**src/rtl/eight_bit_divider_module.sv**
```systemverilog
// Iterative restoring divider, one quotient bit per clock.
// Define DIV_SIGNED_EN for two's-complement operands (truncating division).
module eight_bit_divider_module #(
  parameter int WIDTH = 8
) (
  input  logic             clk,
  input  logic             reset_n,
  input  logic             start,
  input  logic [WIDTH-1:0] dividend,
  input  logic [WIDTH-1:0] divisor,
  output logic             busy,
  output logic             done,
  output logic [WIDTH-1:0] quotient,
  output logic [WIDTH-1:0] remainder,
  output logic             div_by_zero
);

  localparam int CW = $clog2(WIDTH + 1);
  localparam logic [CW-1:0] CNT_INIT = CW'(WIDTH);
  localparam logic [CW-1:0] CNT_ONE = CW'(1);
  localparam logic [WIDTH-1:0] ONE = WIDTH'(1);

  typedef enum logic [1:0] {
    S_IDLE,
    S_CALC,
    S_DONE
  } state_e;

  state_e           state_q, state_d;
  logic [CW-1:0]    cnt_q, cnt_d;
  logic [WIDTH-1:0] prem_q, prem_d;
  logic [WIDTH-1:0] acc_q, acc_d;
  logic [WIDTH-1:0] dvs_q, dvs_d;
  logic             busy_q, busy_d;
  logic             done_q, done_d;
  logic [WIDTH-1:0] quo_q, quo_d;
  logic [WIDTH-1:0] rem_q, rem_d;
  logic             dbz_q, dbz_d;

  logic [WIDTH-1:0] a_mag;
  logic [WIDTH-1:0] b_mag;
  logic [WIDTH-1:0] quo_fix;
  logic [WIDTH-1:0] rem_fix;
  logic [WIDTH:0]   shifted;
  logic [WIDTH:0]   trial;
  logic             trial_neg;

`ifdef DIV_SIGNED_EN
  logic sa_q, sa_d;
  logic sb_q, sb_d;

  assign a_mag = dividend[WIDTH-1] ? (~dividend + ONE) : dividend;
  assign b_mag = divisor[WIDTH-1] ? (~divisor + ONE) : divisor;
  assign quo_fix = (sa_q ^ sb_q) ? (~acc_q + ONE) : acc_q;
  assign rem_fix = sa_q ? (~prem_q + ONE) : prem_q;

  always_ff @(posedge clk or negedge reset_n) begin
    if (!reset_n) begin
      sa_q <= 1'b0;
      sb_q <= 1'b0;
    end else begin
      sa_q <= sa_d;
      sb_q <= sb_d;
    end
  end

  always_comb begin
    sa_d = sa_q;
    sb_d = sb_q;
    if (state_q == S_IDLE && start) begin
      sa_d = dividend[WIDTH-1];
      sb_d = divisor[WIDTH-1];
    end
  end
`else
  assign a_mag = dividend;
  assign b_mag = divisor;
  assign quo_fix = acc_q;
  assign rem_fix = prem_q;
`endif

  // Trial subtraction is one bit wider so bit WIDTH acts as the sign.
  assign shifted = {prem_q, acc_q[WIDTH-1]};
  assign trial = shifted - {1'b0, dvs_q};
  assign trial_neg = trial[WIDTH];

  always_ff @(posedge clk or negedge reset_n) begin
    if (!reset_n) begin
      state_q <= S_IDLE;
      cnt_q   <= '0;
      prem_q  <= '0;
      acc_q   <= '0;
      dvs_q   <= '0;
      busy_q  <= 1'b0;
      done_q  <= 1'b0;
      quo_q   <= '0;
      rem_q   <= '0;
      dbz_q   <= 1'b0;
    end else begin
      state_q <= state_d;
      cnt_q   <= cnt_d;
      prem_q  <= prem_d;
      acc_q   <= acc_d;
      dvs_q   <= dvs_d;
      busy_q  <= busy_d;
      done_q  <= done_d;
      quo_q   <= quo_d;
      rem_q   <= rem_d;
      dbz_q   <= dbz_d;
    end
  end

  always_comb begin
    state_d = state_q;
    cnt_d   = cnt_q;
    prem_d  = prem_q;
    acc_d   = acc_q;
    dvs_d   = dvs_q;
    done_d  = 1'b0;
    quo_d   = quo_q;
    rem_d   = rem_q;
    dbz_d   = dbz_q;
    case (state_q)
      S_IDLE: begin
        if (start) begin
          dvs_d  = b_mag;
          prem_d = '0;
          cnt_d  = CNT_INIT;
          if (divisor == '0) begin
            // Raw dividend is parked here to become the remainder.
            acc_d   = dividend;
            state_d = S_DONE;
          end else begin
            acc_d   = a_mag;
            state_d = S_CALC;
          end
        end
      end
      S_CALC: begin
        prem_d = trial_neg ? shifted[WIDTH-1:0] : trial[WIDTH-1:0];
        acc_d  = {acc_q[WIDTH-2:0], ~trial_neg};
        cnt_d  = cnt_q - CNT_ONE;
        if (cnt_q == CNT_ONE) begin
          state_d = S_DONE;
        end
      end
      S_DONE: begin
        state_d = S_IDLE;
        done_d  = 1'b1;
        cnt_d   = '0;
        if (dvs_q == '0) begin
          quo_d = '1;
          rem_d = acc_q;
          dbz_d = 1'b1;
        end else begin
          quo_d = quo_fix;
          rem_d = rem_fix;
          dbz_d = 1'b0;
        end
      end
      default: begin
        state_d = S_IDLE;
      end
    endcase
    busy_d = (state_d == S_CALC);
  end

  assign busy        = busy_q;
  assign done        = done_q;
  assign quotient    = quo_q;
  assign remainder   = rem_q;
  assign div_by_zero = dbz_q;

endmodule

```
**config.mk**
```make
export PLATFORM = sky130hd
export DESIGN_NAME = eight_bit_divider_module
export DESIGN_NICKNAME = d
export VERILOG_FILES = /design/src/rtl/eight_bit_divider_module.sv
export SDC_FILE = /design/constraint.sdc
export NUM_CORES = 1
export LEC_CHECK = 0
export ABC_AREA = 1
export CAP_MARGIN = 40
export CELL_PAD_IN_SITES_DETAIL_PLACEMENT = 0
export CELL_PAD_IN_SITES_GLOBAL_PLACEMENT = 1
export CORE_UTILIZATION = 41
export CTS_CLUSTER_SIZE = 20
export DETAILED_ROUTE_END_ITERATION = 8
export HOLD_SLACK_MARGIN = 0.15
export MAX_ROUTING_LAYER = met4
export PLACE_DENSITY_LB_ADDON = 0.12
export SLEW_MARGIN = 15
export SYNTH_ARGS = -nofsm -noshare
export SYNTH_HDL_FRONTEND = slang
export SYNTH_SLANG_ARGS = --single-unit
```
**constraint.sdc**
```tcl
create_clock -name clk -period 2.7 [get_ports clk]
set_clock_uncertainty 0.05 [all_clocks]
set_input_delay 0.81 -clock clk [delete_from_list [all_inputs] [get_ports clk]]
set_output_delay 0.81 -clock clk [all_outputs]
set_load 0.005 [all_outputs]
```
Figure 1. Clock network drawn from the DEF.
Bar = 20 um.
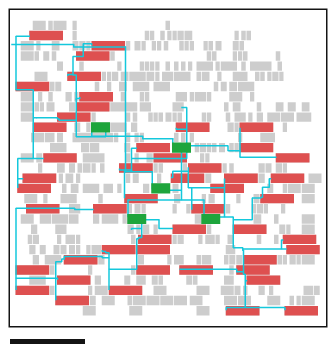
[green] clock drivers | count: 5
[red] flip-flops | count: 49
[cyan] clock wires | length: 619 um
routed clock nets: 6

Figure 2. Routed metal, one color a layer.
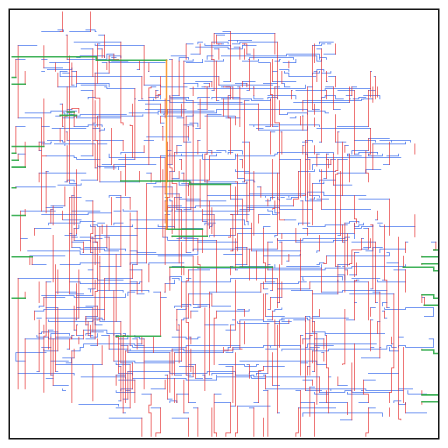
| color | layer | wire length |
|---|---|---|
| orange | metal 4 | 33.3 um |
| blue | metal 1 | 2870 um |
| red | metal 2 | 2780 um |
| green | metal 3 | 154 um |

Figure 3. Cell outlines without signal wires.
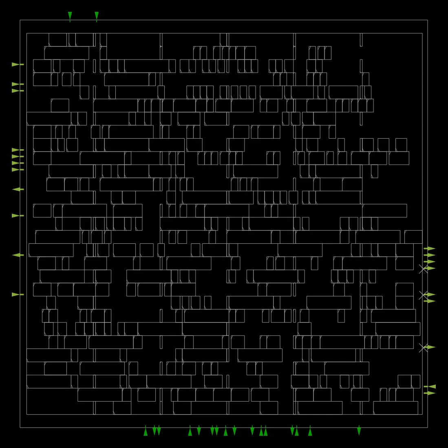
row cnt: 29
flop share of the area: 36.6%
area of the core: 6460 sq um
Filler cells: 657

==> results.toml <==
# yosys + openroad results
[outcome]
status = "finished, violations left"
violations = "DRC"

[worst_setup_path]
crit_type = "reg2reg"
reg2reg_depth = 13
path_buffers = 2
end_kind = "flip-flop"

[routing]
num_vias = 2282
drc = 3
wl_mm = 5.84
viasPerCell = 4.86
drt_iter0_drc = 124

[synth]
synthXorXnorAreaFrac_pct = 1.58
logic_family = "simple AND/OR/NAND/NOR gates"

[finish]
diodes = 0
utilization_pct = 51.9
logic_area_sq_um = 1290

[timing]
hold_viol = 0
max_freq_mhz = 476

[placed_design]
numPlacedInstances = 462

[power_and_ir_drop]
p_total_mw = 4.46
p_per_area_nw_per_um2 = 1330

[cts]
cts.sinks = 49

[grt]
grt_util_met3_pct = 3.24
